==> src/rtl/ram_writer_pkg.sv <==
// ----------------------------------------------------------------------------
// ram_writer_pkg : shared widths, FSM state type and fill pattern for ram_writer
// Revision: 1.0
// ----------------------------------------------------------------------------
`default_nettype none

package ram_writer_pkg;

  localparam int NBITS_ADDR_DEF = 2;
  localparam int NBITS_DATA_DEF = 4;
  localparam int WR_COUNT_W     = 4;

  typedef enum logic [1:0] {
    ST_IDLE  = 2'd0,
    ST_WRITE = 2'd1,
    ST_FILL  = 2'd2,
    ST_DONE  = 2'd3
  } state_e;

  localparam logic [NBITS_DATA_DEF-1:0] FILL_PATTERN [2**NBITS_ADDR_DEF] =
    '{4'h3, 4'h6, 4'h9, 4'hC};

  // Generalisation of FILL_PATTERN for non-default geometries: 3*(addr+1).
  function automatic logic [31:0] fill_word(input logic [31:0] ptr);
    return 32'd3 * (ptr + 32'd1);
  endfunction

endpackage

`default_nettype wire

==> src/rtl/ram_writer_if.sv <==
// ----------------------------------------------------------------------------
// ram_writer_if : request, read and status signals of ram_writer
// Revision: 1.0
// ----------------------------------------------------------------------------
`default_nettype none

interface ram_writer_if #(
  parameter int NBITS_ADDR = 2,
  parameter int NBITS_DATA = 4
) ();

  logic                  wr_req;
  logic [NBITS_ADDR-1:0] wr_addr;
  logic [NBITS_DATA-1:0] wr_data;
  logic                  fill_req;
  logic [NBITS_ADDR-1:0] rd_addr;
  logic [NBITS_DATA-1:0] rd_data;
  logic                  busy;
  logic                  done;
  logic [3:0]            wr_count;

  modport master (
    output wr_req, wr_addr, wr_data, fill_req, rd_addr,
    input  rd_data, busy, done, wr_count
  );

  modport slave (
    input  wr_req, wr_addr, wr_data, fill_req, rd_addr,
    output rd_data, busy, done, wr_count
  );

endinterface

`default_nettype wire

==> src/rtl/ram_sp.sv <==
// ----------------------------------------------------------------------------
// ram_sp : single write port RAM with registered read and synchronous clear
// Revision: 1.0
// ----------------------------------------------------------------------------
`default_nettype none

module ram_sp #(
  parameter int NBITS_ADDR = 2,
  parameter int NBITS_DATA = 4
) (
  input  wire logic                  clk_2,
  input  wire logic                  clr_i,
  input  wire logic                  we_i,
  input  wire logic [NBITS_ADDR-1:0] waddr_i,
  input  wire logic [NBITS_DATA-1:0] wdata_i,
  input  wire logic [NBITS_ADDR-1:0] raddr_i,
  output logic      [NBITS_DATA-1:0] rdata_o
);

  localparam int DEPTH = 2**NBITS_ADDR;

  logic [NBITS_DATA-1:0] mem_q [DEPTH];
  logic [NBITS_DATA-1:0] rdata_q;

  // Read samples the array before this edge's write lands: same-address
  // read/write returns the old word.
  always_ff @(posedge clk_2) begin
    if (clr_i) begin
      for (int i = 0; i < DEPTH; i++) begin
        mem_q[i] <= '0;
      end
      rdata_q <= '0;
    end else begin
      if (we_i) begin
        mem_q[waddr_i] <= wdata_i;
      end
      rdata_q <= mem_q[raddr_i];
    end
  end

  assign rdata_o = rdata_q;

endmodule

`default_nettype wire

==> src/rtl/ram_writer.sv <==
// ----------------------------------------------------------------------------
// ram_writer : single-word write / pattern fill controller around ram_sp
// Revision: 1.0
// ----------------------------------------------------------------------------
`default_nettype none

module ram_writer
  import ram_writer_pkg::*;
#(
  parameter int NBITS_ADDR = NBITS_ADDR_DEF,
  parameter int NBITS_DATA = NBITS_DATA_DEF
) (
  input wire logic clk_2,
  input wire logic reset,
  ram_writer_if.slave bus
);

  localparam logic [NBITS_ADDR-1:0] LAST_ADDR = '1;
  localparam logic [WR_COUNT_W-1:0] CNT_MAX   = '1;

  state_e                  state_q, state_d;
  logic [NBITS_ADDR-1:0]   addr_q,  addr_d;
  logic [NBITS_DATA-1:0]   data_q,  data_d;
  logic [NBITS_ADDR-1:0]   ptr_q,   ptr_d;
  logic [WR_COUNT_W-1:0]   cnt_q,   cnt_d;

  logic                    we_w;
  logic [NBITS_ADDR-1:0]   waddr_w;
  logic [NBITS_DATA-1:0]   wdata_w;
  logic [NBITS_DATA-1:0]   fill_word_w;
  logic [WR_COUNT_W-1:0]   cnt_inc_w;

  generate
    if (NBITS_ADDR == NBITS_ADDR_DEF && NBITS_DATA == NBITS_DATA_DEF) begin : g_table_pattern
      assign fill_word_w = FILL_PATTERN[ptr_q];
    end else begin : g_arith_pattern
      assign fill_word_w = NBITS_DATA'(fill_word(32'(ptr_q)));
    end
  endgenerate

  assign cnt_inc_w = (cnt_q == CNT_MAX) ? cnt_q : cnt_q + 1'b1;

  always_comb begin
    state_d = state_q;
    addr_d  = addr_q;
    data_d  = data_q;
    ptr_d   = ptr_q;
    cnt_d   = cnt_q;
    we_w    = 1'b0;
    waddr_w = addr_q;
    wdata_w = data_q;
    case (state_q)
      ST_IDLE: begin
        // Fill has priority; a simultaneous write request is dropped.
        if (bus.fill_req) begin
          ptr_d   = '0;
          state_d = ST_FILL;
        end else if (bus.wr_req) begin
          addr_d  = bus.wr_addr;
          data_d  = bus.wr_data;
          state_d = ST_WRITE;
        end
      end
      ST_WRITE: begin
        we_w    = 1'b1;
        cnt_d   = cnt_inc_w;
        state_d = ST_DONE;
      end
      ST_FILL: begin
        we_w    = 1'b1;
        waddr_w = ptr_q;
        wdata_w = fill_word_w;
        cnt_d   = cnt_inc_w;
        if (ptr_q == LAST_ADDR) begin
          state_d = ST_DONE;
        end else begin
          ptr_d = ptr_q + 1'b1;
        end
      end
      ST_DONE: begin
        state_d = ST_IDLE;
      end
      default: begin
        state_d = ST_IDLE;
      end
    endcase
  end

  always_ff @(posedge clk_2) begin
    if (reset) begin
      state_q <= ST_IDLE;
      addr_q  <= '0;
      data_q  <= '0;
      ptr_q   <= '0;
      cnt_q   <= '0;
    end else begin
      state_q <= state_d;
      addr_q  <= addr_d;
      data_q  <= data_d;
      ptr_q   <= ptr_d;
      cnt_q   <= cnt_d;
    end
  end

  assign bus.busy     = (state_q != ST_IDLE);
  assign bus.done     = (state_q == ST_DONE);
  assign bus.wr_count = cnt_q;

  ram_sp #(
    .NBITS_ADDR (NBITS_ADDR),
    .NBITS_DATA (NBITS_DATA)
  ) u_ram (
    .clk_2   (clk_2),
    .clr_i   (reset),
    .we_i    (we_w),
    .waddr_i (waddr_w),
    .wdata_i (wdata_w),
    .raddr_i (bus.rd_addr),
    .rdata_o (bus.rd_data)
  );

endmodule

`default_nettype wire

==> src/flat_wrapper.sv <==
// flat-port wrapper written by rule: the top's interface ports become plain ports
module ram_writer_flat import ram_writer_pkg::*;
#(
  parameter int NBITS_ADDR = NBITS_ADDR_DEF,
  parameter int NBITS_DATA = NBITS_DATA_DEF
)
  (clk_2, reset, bus_wr_req, bus_wr_addr, bus_wr_data, bus_fill_req, bus_rd_addr, bus_rd_data, bus_busy, bus_done, bus_wr_count);
  ram_writer_if #(.NBITS_ADDR(NBITS_ADDR), .NBITS_DATA(NBITS_DATA)) bus_i ();
  input wire logic clk_2;
  input wire logic reset;
  input wire logic [$bits(bus_i.wr_req)-1:0] bus_wr_req;
  input wire logic [$bits(bus_i.wr_addr)-1:0] bus_wr_addr;
  input wire logic [$bits(bus_i.wr_data)-1:0] bus_wr_data;
  input wire logic [$bits(bus_i.fill_req)-1:0] bus_fill_req;
  input wire logic [$bits(bus_i.rd_addr)-1:0] bus_rd_addr;
  output wire logic [$bits(bus_i.rd_data)-1:0] bus_rd_data;
  output wire logic [$bits(bus_i.busy)-1:0] bus_busy;
  output wire logic [$bits(bus_i.done)-1:0] bus_done;
  output wire logic [$bits(bus_i.wr_count)-1:0] bus_wr_count;
  assign bus_i.wr_req = bus_wr_req;
  assign bus_i.wr_addr = bus_wr_addr;
  assign bus_i.wr_data = bus_wr_data;
  assign bus_i.fill_req = bus_fill_req;
  assign bus_i.rd_addr = bus_rd_addr;
  assign bus_rd_data = bus_i.rd_data;
  assign bus_busy = bus_i.busy;
  assign bus_done = bus_i.done;
  assign bus_wr_count = bus_i.wr_count;
  ram_writer #(.NBITS_ADDR(NBITS_ADDR), .NBITS_DATA(NBITS_DATA)) u_core (.clk_2(clk_2), .reset(reset), .bus(bus_i));
endmodule
==> config.mk <==
export PLATFORM = sky130hd
export DESIGN_NAME = ram_writer_flat
export DESIGN_NICKNAME = d
export VERILOG_FILES = /design/src/rtl/ram_writer_pkg.sv /design/src/rtl/ram_writer_if.sv /design/src/rtl/ram_sp.sv /design/src/rtl/ram_writer.sv /design/src/flat_wrapper.sv
export SDC_FILE = /design/constraint.sdc
export NUM_CORES = 1
export LEC_CHECK = 0
export ABC_AREA = 1
export CAP_MARGIN = 40
export CORE_MARGIN = 4
export CORE_UTILIZATION = 59
export DETAILED_ROUTE_END_ITERATION = 8
export DONT_BUFFER_PORTS = 1
export HOLD_SLACK_MARGIN = 0.1
export PLACE_DENSITY = 0.75
export SLEW_MARGIN = 20
export SYNTH_ARGS = -nofsm -noshare
export SYNTH_HDL_FRONTEND = slang
export SYNTH_SLANG_ARGS = --single-unit
==> constraint.sdc <==
create_clock -name clk_2 -period 2.15 [get_ports clk_2]
set_input_delay 0.215 -clock clk_2 [delete_from_list [all_inputs] [get_ports clk_2]]
set_output_delay 0.215 -clock clk_2 [all_outputs]
set_load 0.02 [all_outputs]
Run 1, signal wires on met3:
(8 px per um) Cells faint in the background.
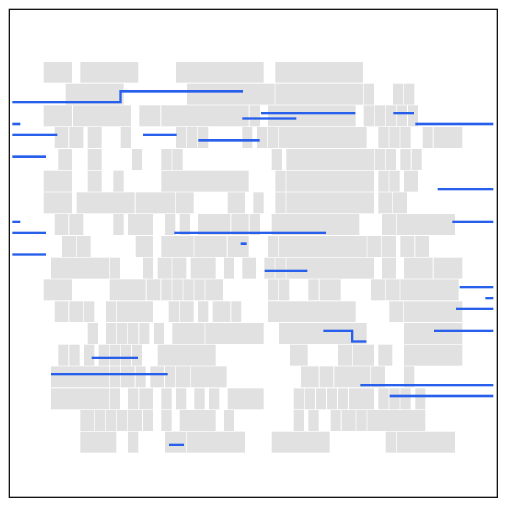
wire length on this layer = 198 um
nets with wire on the layer = 24
share of all routed wire = 7.0%
longest straight run = 18.6 um

Run 1, port wiring:
(4 px per um)
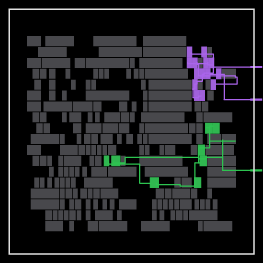
purple -> bus_rd_addr  # bits 2, direction input, edge east, end cells 14, buffers 1, wire 79.1 um
green -> reset  # bits 1, direction input, edge east, end cells 8, buffers 1, wire 98.0 um

==> metrics.yaml, run 1 <==
outcome:
  outcome: "completed"
placed_design:
  dp.final_hpwl_um: 2110
  dp_slack_ns: 0.363
  placed_cells: 224
  gp_congestion: 0.871
yosys:
  simple_gate_share: 0.241
  postSynthSeqShare: 0.511
  yosysUniqueCellTypes: 22
  synth_cells: 199
  yosysCellCount: 199
  ys_sh_mux: 0
  synth_flops: 34
  ys_sh_xor: 0.00532
  synth_area_um2: 1650
  synthAdderAreaFrac: 0.0532
  synth_nets: 218
sta:
  holdWs_ns: 0.110
  relSlewSlack: 0.742
  slew_violations: 0
  skew_ns: 0.0101
  hold_violations: 0
  fin_crit_ns: 1.81
  tns_ns: 0
  setup_violations: 0
critical_path:
  arrival_ns: 1.81
  reg2regPathDepth: 6
  endpoint: "u_core.u_ram.mem_q[3][0]$_DFFE_PP_"
  r2r-start: "u_core.state_q[0]$_SDFFE_PP0P_"
  crit_required_ns: 2.15
  crit_type: "register to register"
  r2r_slack_ns: 0.34
  start_kind: "register"
power_and_ir_drop:
  total_power_mw: 2.01
  ir_worst_vdd_mv: 0.981
  p_leak_nw: 0.776
  power_density_nw_per_um2: 1120
cells_and_area:
  seqCellArea_um2: 841
  final-instance-count-excl-fill: 240
  fin_nets: 228
  n_antenna_cell: 0
  final_cell_mix: "nor2_1 (42), nand2_1 (32), inv_1 (22)"
  num-fill-cells: 199
  lay_top_count: "nor2_1"
  final_core_util: 0.699
  final_cell_area_um2: 1790
flow_run:
  max-cap-violations: 0
route:
  wirelength_um: 2830
  via_count: 1234
  first_pass_iters: 4
  via_per_inst: 5.14
floorplan:
  io_pins: 22
  chipArea_um2: 3700
  rows: 18
  fp_util: 0.641
clock_network:
  clkLatencyLatePin_ns: 0.34
  cts_buffers: 5
  cts_root_buf: "clkbuf_4"
  clock_sink_count: 34
  cts_setup_buffers: 0
  cts.clk_slew.worst_paths_ns: 0.10
  htreeDepth: 2
  hold_buffers: 8
  clk_path_buf_depth: 2
grt:
  antenna_found_initial: 0
  grt_max_degree: 18
  grt_pass1_vias: 1175
  gr-total-overflow: 0
hold_path:
  min_to: "u_core.data_q[1]$_SDFFE_PP0P_"
  min_path_cells: 2
Run 1, cell area per tile:
(6 px per um) 6 x 6 tiles, from dark blue (low) to red (high), 0 to 100% covered.
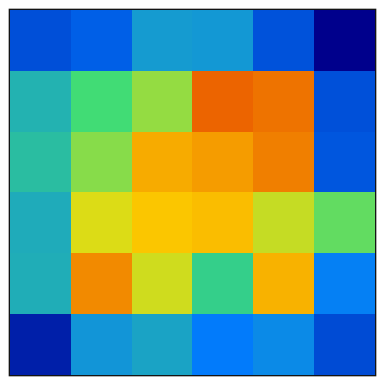
densest ninth of the die = center
nearly empty tiles = 2.8%
mean over tiles = 48%
fullest tile = 89%

Run 1, clock distribution:
(6 px per um)
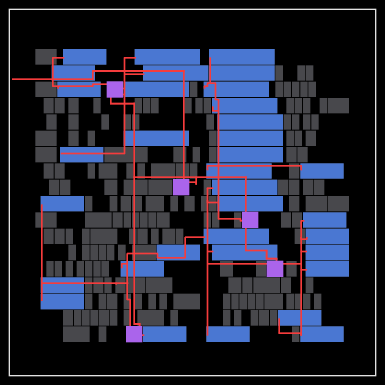
purple -> clock-net drivers  # count 5
blue -> flip-flops  # count 34
red -> clock wires  # length 384 um
routed clock nets = 6

## run 1: synth_stat cells
master     n  area (um^2)
a21oi_1   14         70.1
buf_2      3         15.0
buf_4      2         15.0
dfxtp_1   18          360
edfxtp_1  16          480
ha_1       7         87.6
inv_1     22         82.6
inv_2      3         11.3
inv_4      1         6.26
nand2_1   32          120
nand2_2    4         25.0
nand2_4    1         11.3
nand3_1    5         25.0
nand4_1    1         6.26
nor2_1    42          158
nor2_2     2         12.5
nor2_4     3         33.8
nor3_1     1         5.00
o21ai_0   18         90.1
o21ai_1    1         5.00
o21ai_2    2         17.5
xor2_1     1         8.76
## run 1: flip-flops by register name (all words and copies together), names as in the netlist
name / count
u_core.addr_q: 2
u_core.ptr_q: 2
u_core.u_ram.rdata_o: 4
u_core.data_q: 4
u_core.u_ram.mem_q: 16
u_core.state_q: 2
u_core.bus.wr_count: 4
## run 1: metal layers
layer,routed length (um),share of wire,vias to the layer above,global-route usage
met5,0,0,-,0
met4,58,0.020,0,0.108
met3,197,0.070,5,0.0617
met2,1420,0.50,41,0.310
met1,1150,0.41,535,0.223
li1,-,-,653,-
## run 1: cell type report
| type | instances | share of cell area |
|---|---|---|
| clock buffer | 7 | 0.0307 |
| clock inverter | 1 | 0.00279 |
| inverter | 26 | 0.0558 |
| multi-input combinational | 134 | 0.377 |
| sequential | 34 | 0.469 |
| tap | 30 | 0.0209 |
| timing repair buffer | 8 | 0.0446 |
## run 1: power by group
group / switching (mW) / internal [mW]
Sequential: 0.115 / 0.815
Combinational: 0.484 / 0.237
Clock: 0.202 / 0.158
Total: 0.800 / 1.21
## run 1: critical path, stage by stage (launching register included)
cell and delay, ns:
dfxtp_1 0.32, inv_1 0.09, ha_1 0.40, nand2_1 0.13, o21ai_2 0.13, nand2_1 0.08, a21oi_1 0.33
==> inputs of run 2 (changes only) <==
--- a/config.mk
+++ b/config.mk
@@ -8,11 +8,11 @@
 export ABC_AREA = 1
 export CAP_MARGIN = 40
 export CORE_MARGIN = 4
-export CORE_UTILIZATION = 59
+export CORE_UTILIZATION = 55
 export DETAILED_ROUTE_END_ITERATION = 8
 export DONT_BUFFER_PORTS = 1
 export HOLD_SLACK_MARGIN = 0.1
-export PLACE_DENSITY = 0.75
+export PLACE_DENSITY = 0.73
 export SLEW_MARGIN = 20
 export SYNTH_ARGS = -nofsm -noshare
 export SYNTH_HDL_FRONTEND = slang
==> constraint.sdc (replaced) <==
create_clock -name clk_2 -period 1.4 [get_ports clk_2]
set_input_delay 0.14 -clock clk_2 [delete_from_list [all_inputs] [get_ports clk_2]]
set_output_delay 0.14 -clock clk_2 [all_outputs]
set_load 0.02 [all_outputs]
Run 2, signal wires on met3:
(8 px per um) Cells faint in the background.
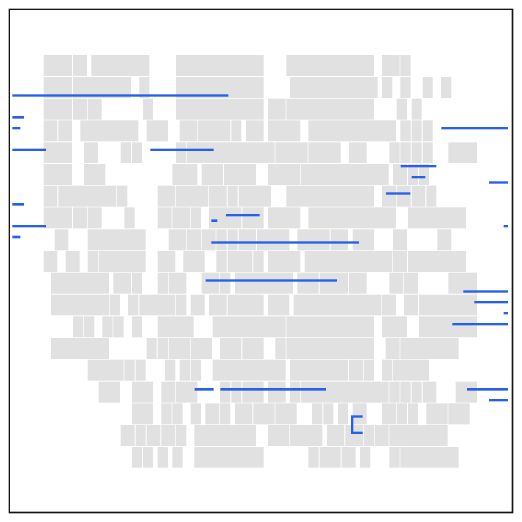
main direction = horizontal
wire length on this layer = 145 um
share of all routed wire = 4.2%
longest straight run = 26.7 um
nets with wire on the layer = 22
global-route met3 utilization: 0.0612
vias post-DR: 1325

==> run 2 against run 1 <==
Wire length is 23% higher. The run now ends with negative setup slack left. Register-to-register slack worse by 0.37 ns. Power is 82% higher. Clock skew rose by 0.0011 ns. Cell area rose by 17%. Critical path depth increased by 1.
==> metrics.yaml, run 2 <==
outcome:
  outcome: "finished with violations"
  violations: "negative setup slack"
sta:
  fin_ws_ns: -0.0296
  relSlewSlack: 0.764
  fin_crit_ns: 1.43
  holdWs_ns: 0.106
  tns_ns: -0.427
  hold_violations: 0
  setup_violations: 24
  skew_ns: 0.0112
cells_and_area:
  final_core_util: 0.751
  fin_nets: 249
  num-fill-cells: 209
  n_antenna_cell: 0
  lay_top_count: "nor2_1"
  final_cell_mix: "nor2_1 (32), nand2_1 (22), inv_1 (19)"
  largest_reg_flops: 16
  top_register: "u_core.u_ram.mem_q"
critical_path:
  arrival_ns: 1.64
  crit_required_ns: 1.61
  endpoint: "u_core.u_ram.mem_q[1][2]$_SDFFCE_PN0P_"
  start_kind: "register"
  r2r_slack_ns: -0.03
  crit_type: "register to register"
clock_network:
  clock_sink_count: 34
  cts_root_buf: "clkbuf_4"
  clkLatencyLatePin_ns: 0.34
  cts_buffers: 5
yosys:
  yosysCellCount: 199
  synth_cells: 199
  synth-async-reset-ratio: 0
  synthMostInstantiatedCell: "nor2_1"
  synth_area_um2: 1650
  yosysUniqueCellTypes: 22
  top_cells_by_count: "nor2_1 (42), nand2_1 (32), inv_1 (22), dfxtp_1 (18), o21ai_0 (18)"
  largest_area_cell: "edfxtp_1"
  synth_nets: 218
  netlist.area_leader.share: 0.292
  synth_flops: 34
  postSynthSeqShare: 0.511
route:
  via_per_inst: 5.06
  wirelength_um: 3480
power_and_ir_drop:
  sequentialPowerShare: 0.381
  total_power_mw: 3.66
  power_density_nw_per_um2: 1740
  clock_power_share: 0.142
  ir_worst_vdd_mv: 1.07
  combPwrFrac: 0.477
  p_int_mw: 2.17
  p_leak_nw: 0.885
  sw_frac_of_total: 0.408
floorplan:
  chipArea_um2: 3930
  io_pins: 22
  fp_util: 0.587
grt:
  antenna_found_initial: 0
  global_route.usage.met2: 0.348
  gr-usage-met1: 0.198
  grt_max_degree: 18
  gr-total-overflow: 0
  top_usage_layer: "met2"
  grt_pass1_vias: 1358
placed_design:
  gp_congestion: 0.811
  placed_cells: 240
  dp.final_hpwl_um: 2430
  dp_slack_ns: -0.0495
flow_run:
  max-cap-violations: 0
-- run 2: cell count changes in the layout (fill, tap and decap cells not counted), sizes merged --
cell / change
clkinv: +1
clkbuf: -2
dlygate4sd3: +1
buf: +20
clkinvlp: +1
-- run 2: area by class of cell --
cell class,instances,area [um^2],area share
sequential,34,846,0.401
clock buffer,5,37.5,0.0178
multi-input combinational,134,816,0.387
timing repair buffer,29,248,0.118
inverter,26,105,0.0499
tap,31,38.8,0.0184
clock inverter,3,16.3,0.00772
-- run 2: what timing repair did --
action | 4_1_cts | 5_1_grt
setup endpoints to repair | 27 | 35
pin swaps | 4 | 12
setup buffers | 4 | 1
gates resized | 14 | 19
endpoints found under the hold margin | 18 | 4
hold buffers | 11 | 2
-- run 2: power groups by stage --
| stage | logic (mW) | registers, mW | clock network (mW) |
|---|---|---|---|
| 2_1_floorplan | 1.05 | 1.44 | 0 |
| 3_3_place_gp | 1.44 | 1.40 | 0 |
| 3_5_place_dp | 1.50 | 1.41 | 0 |
| 4_1_cts | 1.67 | 1.39 | 0.521 |
| 5_1_grt | 1.94 | 1.42 | 0.583 |
| 6_report | 1.75 | 1.40 | 0.518 |
-- run 2: metal layers --
metal	up-vias	routed length (um)
li1	698	-
met4	0	44
met2	33	1870
met3	6	145
met1	588	1420
met5	-	0
-- run 2: critical path, cell delays in order (launching register included) --
cell,delay (ns)
dfxtp_4,0.39
inv_4,0.04
ha_4,0.30
nand2_8,0.08
nor2_4,0.16
nand2_2,0.09
buf_6,0.15
nor2_4,0.08
-- run 2: kinds of logic after synthesis --
family,count (synthesis),synth area share
AND/OR/NAND/NOR,91,0.241
adder cells (fa/ha/maj),7,0.0532
XOR/XNOR,1,0.00532
AND-OR/OR-AND,35,0.111
buffers and inverters,31,0.0790
flip-flops,34,0.511
==> inputs of run 3 (changes only) <==
--- a/config.mk
+++ b/config.mk
@@ -7,12 +7,14 @@
 export LEC_CHECK = 0
 export ABC_AREA = 1
 export CAP_MARGIN = 40
+export CELL_PAD_IN_SITES_DETAIL_PLACEMENT = 1
+export CELL_PAD_IN_SITES_GLOBAL_PLACEMENT = 1
 export CORE_MARGIN = 4
-export CORE_UTILIZATION = 55
+export CORE_UTILIZATION = 41
 export DETAILED_ROUTE_END_ITERATION = 8
 export DONT_BUFFER_PORTS = 1
 export HOLD_SLACK_MARGIN = 0.1
-export PLACE_DENSITY = 0.73
+export PLACE_DENSITY_LB_ADDON = 0.1
 export SLEW_MARGIN = 20
 export SYNTH_ARGS = -nofsm -noshare
 export SYNTH_HDL_FRONTEND = slang
Run 3, congestion heat map:
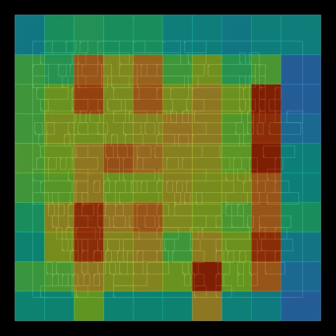
Most Crowded Layer GR: met2
drt wl/cell: 15.3 um
met1 usage: 0.187

==> run 3 against run 2 <==
The run still ends with negative setup slack left. Via count is 4.6% higher. Worst setup slack worse by 0.042 ns. Clock skew is 0.0029 ns lower. Synthesized area stayed put. Utilization is 19 points lower. Flip-flop count stayed put. Cell area is 1.0% higher. Power is 6.0% higher. Synthesized cell count stayed put. Critical endpoint is now u_core.u_ram.mem_q[1][0]$_SDFFCE_PN0P_. Largest cell class unchanged. Highest routed layer unchanged.
==> metrics.yaml, run 3 <==
grt:
  gr-total-overflow: 0
  antenna_found_initial: 0
cells_and_area:
  final_cell_area_um2: 2130
  final_cell_mix: "nor2_1 (35), nand2_1 (22), inv_1 (19)"
  top_register: "u_core.u_ram.mem_q"
  final_core_util: 0.564
  final-instance-count-excl-fill: 277
  lay_top_count: "nor2_1"
  largest_reg_flops: 16
yosys:
  synth_area_um2: 1650
  netlist.area_leader.share: 0.292
  synthMostInstantiatedCell: "nor2_1"
  synthAdderAreaFrac: 0.0532
  simple_gate_share: 0.241
  yosys-top-cells-area: "edfxtp_1 (29%), dfxtp_1 (22%), nor2_1 (9.6%), nand2_1 (7.3%), o21ai_0 (5.5%)"
  ys_sh_mux: 0
  ys_sh_xor: 0.00532
floorplan:
  fp_util: 0.437
route:
  wirelength_um: 4240
power_and_ir_drop:
  p_comb_mw: 1.78
  combPwrFrac: 0.460
  power_density_nw_per_um2: 1820
  pg_seq_mw: 1.40
  sw_frac_of_total: 0.401
  switching_power_mw: 1.56
  clock_power_share: 0.180
placed_design:
  placed_cells: 258
  gp_congestion: 0.819
critical_path:
  arrival_ns: 1.61
  cp_top_family: "simple AND/OR/NAND/NOR gates"
  crit_type: "register to register"
  cp_slowest_stage_delay_ns: 0.39
  start_kind: "register"
sta:
  setup_violations: 29
  fin_ws_ns: -0.0719
outcome:
  violations: "negative setup slack"
  outcome: "finished with violations"
clock_network:
  cts_root_buf: "clkbuf_8"
  cts_buffers: 5
[run 3: netlist changes by cell type in the layout (fill, tap and decap cells not counted), sizes merged]
cell	change
clkbuf	+1
clkinvlp	-1
dlygate4sd3	-1
buf	-1
[run 3: path summary, 6_finish.rpt]
path | cells after the start | to | start
max | 7 | u_core.u_ram.mem_q[1][0]$_SDFFCE_PN0P_ | u_core.state_q[1]$_SDFFE_PP0P_
min | 3 | u_core.u_ram.rdata_o[1]$_SDFF_PP0_ | bus_rd_addr[1]
max reg2reg | 7 | u_core.u_ram.mem_q[1][0]$_SDFFCE_PN0P_ | u_core.state_q[1]$_SDFFE_PP0P_
min reg2reg | 2 | u_core.data_q[0]$_SDFFE_PP0P_ | u_core.data_q[0]$_SDFFE_PP0P_
[run 3: worst register-to-register path, delay by kind of cell (launching register included)]
family,cells,cell delay (ns)
adder cells (fa/ha/maj),1,0.31
buffers and inverters,2,0.20
AND/OR/NAND/NOR,4,0.43
flip-flops,1,0.39
[run 3: what timing repair did]
item                                    CTS  global route
endpoints found under the hold margin    14             6
gates cloned                              0             0
resized                                  16            11
endpoints found under the setup margin   28            43
hold buffers                              9             2
setup buffers                             3             0
pin swaps                                 4             7
[run 3: layout make-up]
class,instances,share of cell area
well taps,48,0.0282
inverters,26,0.0494
clock inverters,2,0.00412
clock buffers,6,0.0341
multi-input cells,134,0.380
flip-flops and latches,34,0.397
repair buffers,27,0.106
[run 3: per-layer routing]
| metal | vias to the layer above | wire length (um) | global-route usage | part of all wire |
|---|---|---|---|---|
| li1 | 691 | - | - | - |
| met1 | 669 | 1710 | 0.187 | 0.40 |
| met2 | 19 | 2310 | 0.331 | 0.54 |
| met3 | 7 | 114 | 0.0449 | 0.027 |
| met4 | 0 | 110 | 0.115 | 0.026 |
| met5 | - | 0 | 0 | 0 |
Power and IR drop assume default switching activity.
